$ cat config.mk
export PLATFORM = sky130hd
export DESIGN_NAME = note_sequencer
export DESIGN_NICKNAME = d
export VERILOG_FILES = /design/src/rtl/note_sequencer.sv
export SDC_FILE = /design/constraint.sdc
export NUM_CORES = 1
export LEC_CHECK = 0
export CAP_MARGIN = 20
export CORE_ASPECT_RATIO = 1.1
export CORE_MARGIN = 3
export CORE_UTILIZATION = 35
export CTS_CLUSTER_DIAMETER = 40
export DETAILED_ROUTE_END_ITERATION = 10
export GPL_TIMING_DRIVEN = 0
export PLACE_DENSITY = 0.59
export SLEW_MARGIN = 15
export SYNTH_ARGS = -nofsm -noshare
export SYNTH_HDL_FRONTEND = slang
export SYNTH_SLANG_ARGS = --single-unit
$ cat constraint.sdc
create_clock -name clk -period 2.4 [get_ports clk]
set_clock_uncertainty 0.1 [all_clocks]
set_input_delay 0.24 -clock clk [delete_from_list [all_inputs] [get_ports clk]]
set_output_delay 0.24 -clock clk [all_outputs]
set_load 0.02 [all_outputs]
$ cat src/rtl/note_sequencer.sv
// note_sequencer: walks a song memory one entry at a time, dispatches each
// note to its channel via a trigger/ready handshake, and holds for one tempo
// step after entries flagged step_end.
//
// Build option NOTE_SEQ_LOOP_EN: when defined, the end-of-song sentinel
// restarts playback at address 0 instead of halting in END.

package note_sequencer_pkg;

    localparam int unsigned DATA_W = 20;
    localparam int unsigned CH_N   = 4;
    localparam int unsigned CH_W   = 2;
    localparam int unsigned LEN_W  = 6;
    localparam int unsigned FREQ_W = 11;

    // One song-memory word
    typedef struct packed {
        logic [CH_W-1:0]   channel;
        logic              step_end;
        logic [LEN_W-1:0]  length;
        logic [FREQ_W-1:0] freq;
    } song_entry_t;

endpackage

module note_sequencer
    import note_sequencer_pkg::*;
#(
    parameter int unsigned ADDR_W         = 8,
    parameter int unsigned TICKS_PER_STEP = 1032192
) (
    input  logic                 clk,
    input  logic                 reset,
    input  logic                 start,
    input  logic                 stop,
    output logic                 mem_rd,
    output logic [ADDR_W-1:0]    mem_addr,
    input  logic [DATA_W-1:0]    mem_data,
    output logic [CH_N-1:0]      ch_trig,
    input  logic [CH_N-1:0]      ch_ready,
    output logic [FREQ_W-1:0]    ch_freq,
    output logic [LEN_W-1:0]     ch_len,
    output logic                 playing,
    output logic                 done
);

    localparam int unsigned      CNT_W     = 20;
    localparam logic [CNT_W-1:0] HOLD_LAST = CNT_W'(TICKS_PER_STEP - 1);

    typedef enum logic [2:0] {
        S_IDLE,
        S_FETCH,
        S_DECODE,
        S_DISPATCH,
        S_HOLD,
        S_END
    } state_t;

    state_t            state;
    logic [ADDR_W-1:0] addr;
    logic [CNT_W-1:0]  tick_cnt;
    logic              step_end_q;

    song_entry_t       entry_c;
    logic              sentinel_c;
    logic              accept_c;
    logic [ADDR_W-1:0] addr_inc_c;

    // Entry decode, handshake detect and next address
    assign entry_c    = song_entry_t'(mem_data);
    assign sentinel_c = entry_c.step_end
                        && (entry_c.length == LEN_W'(0))
                        && (entry_c.freq == FREQ_W'(0));
    assign accept_c   = |(ch_trig & ch_ready);
    assign addr_inc_c = addr + ADDR_W'(1);

    // Sequencer FSM with registered outputs
    always_ff @(posedge clk) begin
        if (reset) begin
            state      <= S_IDLE;
            addr       <= '0;
            tick_cnt   <= '0;
            step_end_q <= 1'b0;
            mem_rd     <= 1'b0;
            mem_addr   <= '0;
            ch_trig    <= '0;
            ch_freq    <= '0;
            ch_len     <= '0;
            playing    <= 1'b0;
            done       <= 1'b0;
        end else begin
            // Strobes are single-cycle unless re-asserted below
            mem_rd <= 1'b0;
            done   <= 1'b0;

            if (stop) begin
                // Abort drops any pending trigger immediately
                state   <= S_IDLE;
                ch_trig <= '0;
                playing <= 1'b0;
            end else begin
                case (state)
                    S_IDLE: begin
                        if (start) begin
                            addr     <= '0;
                            mem_addr <= '0;
                            mem_rd   <= 1'b1;
                            playing  <= 1'b1;
                            state    <= S_FETCH;
                        end
                    end

                    S_FETCH: begin
                        state <= S_DECODE;
                    end

                    S_DECODE: begin
                        step_end_q <= entry_c.step_end;
                        if (sentinel_c) begin
                            done <= 1'b1;
`ifdef NOTE_SEQ_LOOP_EN
                            addr     <= '0;
                            mem_addr <= '0;
                            mem_rd   <= 1'b1;
                            state    <= S_FETCH;
`else
                            playing <= 1'b0;
                            state   <= S_END;
`endif
                        end else begin
                            ch_trig <= CH_N'(1) << entry_c.channel;
                            ch_freq <= entry_c.freq;
                            ch_len  <= entry_c.length;
                            state   <= S_DISPATCH;
                        end
                    end

                    S_DISPATCH: begin
                        if (accept_c) begin
                            ch_trig <= '0;
                            addr    <= addr_inc_c;
                            if (step_end_q) begin
                                tick_cnt <= '0;
                                state    <= S_HOLD;
                            end else begin
                                mem_addr <= addr_inc_c;
                                mem_rd   <= 1'b1;
                                state    <= S_FETCH;
                            end
                        end
                    end

                    S_HOLD: begin
                        if (tick_cnt == HOLD_LAST) begin
                            mem_addr <= addr;
                            mem_rd   <= 1'b1;
                            state    <= S_FETCH;
                        end else begin
                            tick_cnt <= tick_cnt + CNT_W'(1);
                        end
                    end

                    S_END: begin
                        if (start) begin
                            addr     <= '0;
                            mem_addr <= '0;
                            mem_rd   <= 1'b1;
                            playing  <= 1'b1;
                            state    <= S_FETCH;
                        end
                    end

                    default: begin
                        state   <= S_IDLE;
                        ch_trig <= '0;
                        playing <= 1'b0;
                    end
                endcase
            end
        end
    end

endmodule

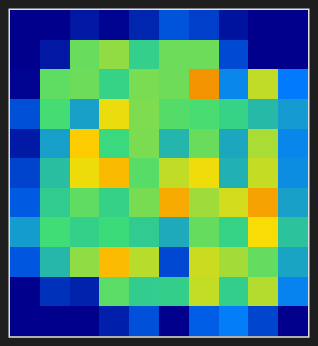
Figure 1: cell area per tile.
Drawn at 3 px/um. The die is cut into 10 by 11 equal tiles; dark blue is low, red is high, 0 to 100% covered.
- densest ninth of the die: centre
- tiles over 75% full: 5.5%
- fullest tile: 83%
- nearly empty tiles: 14%
- mean over tiles: 39%
Layout Utilization: 47.6%
Core Region: 0.00910 sq mm
Starting Density: 36.9%

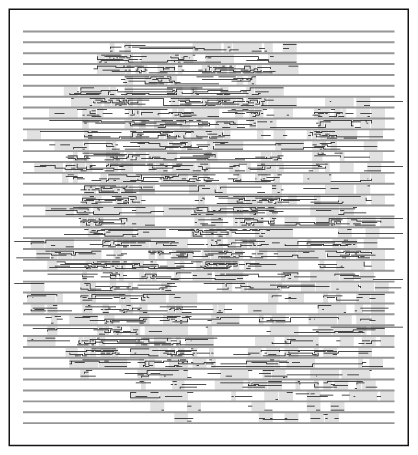
Figure 2: signal wires on met1.
Drawn at 4 px/um. Supply wires on this layer in grey.
- share of all routed wire: 46%
- main direction: horizontal
- nets with wire on the layer: 458
- wire length on this layer: 4430 um
met1 usage: 24.7%
via count: 3339
total wire length: 9600 um

==> flow_summary.json <==
{
  "outcome": "complete, no violations",
  "p_int_mw": 1.78,
  "post-route-min-period_ps": 2220,
  "sh_comb_area_pct": 44.4,
  "cp.required_ps": 2540,
  "final_cell_mix": "dfxtp_1, clkdlybuf4s50_1, nor2_1",
  "min-delay-start": "ch_trig[0]$_SDFFE_PP0P_",
  "synthCells": 400,
  "fin_nets": 500,
  "use_met2_pct": 30.1,
  "vdd_drop_max_mv": 0.302,
  "antenna_found_initial": 0,
  "dp_hpwl_um": 6980,
  "wl_per_cell_um": 16.3,
  "cp.arrival_ps": 2370,
  "worstPathCellList": "buf_2 -> nor3b_1 -> o21ai_4 -> buf_4 -> a31o_2 -> a221o_1",
  "fmax_ghz": 0.450,
  "pwr-share-clk_pct": 43.6,
  "p_seq_mw": 1.09,
  "seq-cell-share_pct": 29.6,
  "root_buffer": "clkbuf_8",
  "ys_chip_area_sq_mm": 0.00336,
  "drive_gt1_share_pct": 9.89,
  "dr.first_iter.drc_count": 206,
  "cap_viol_max_count": 0,
  "startpoint": "state[1]$_SDFFE_PP0P_",
  "tool_warnings": 26,
  "edf_count": 0,
  "crit_cells": 6,
  "topCombFamilyByArea": "simple AND/OR/NAND/NOR gates",
  "setup.worst_path.start_class": "flop",
  "critPathMaxStageDelay_ps": 520,
  "adder_share_pct": 0.745,
  "die-height_um": 109,
  "power_leader": "registers",
  "clk-power_mw": 1.03,
  "dp.cells": 573,
  "post_cts_resized": 2
}
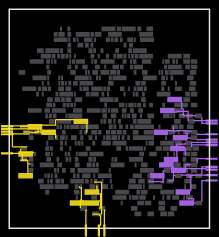
Figure 3: nets reached from selected ports.
Drawn at 2 px/um.
- yellow: `mem_addr` (direction output; end cells 8; buffers 8; wire 231 um)
- purple: `ch_freq` (direction output; end cells 11; buffers 11; wire 217 um)
PortBufs: 59
I/O pin cnt: 60

Power is estimated from default activity; no workload was simulated.
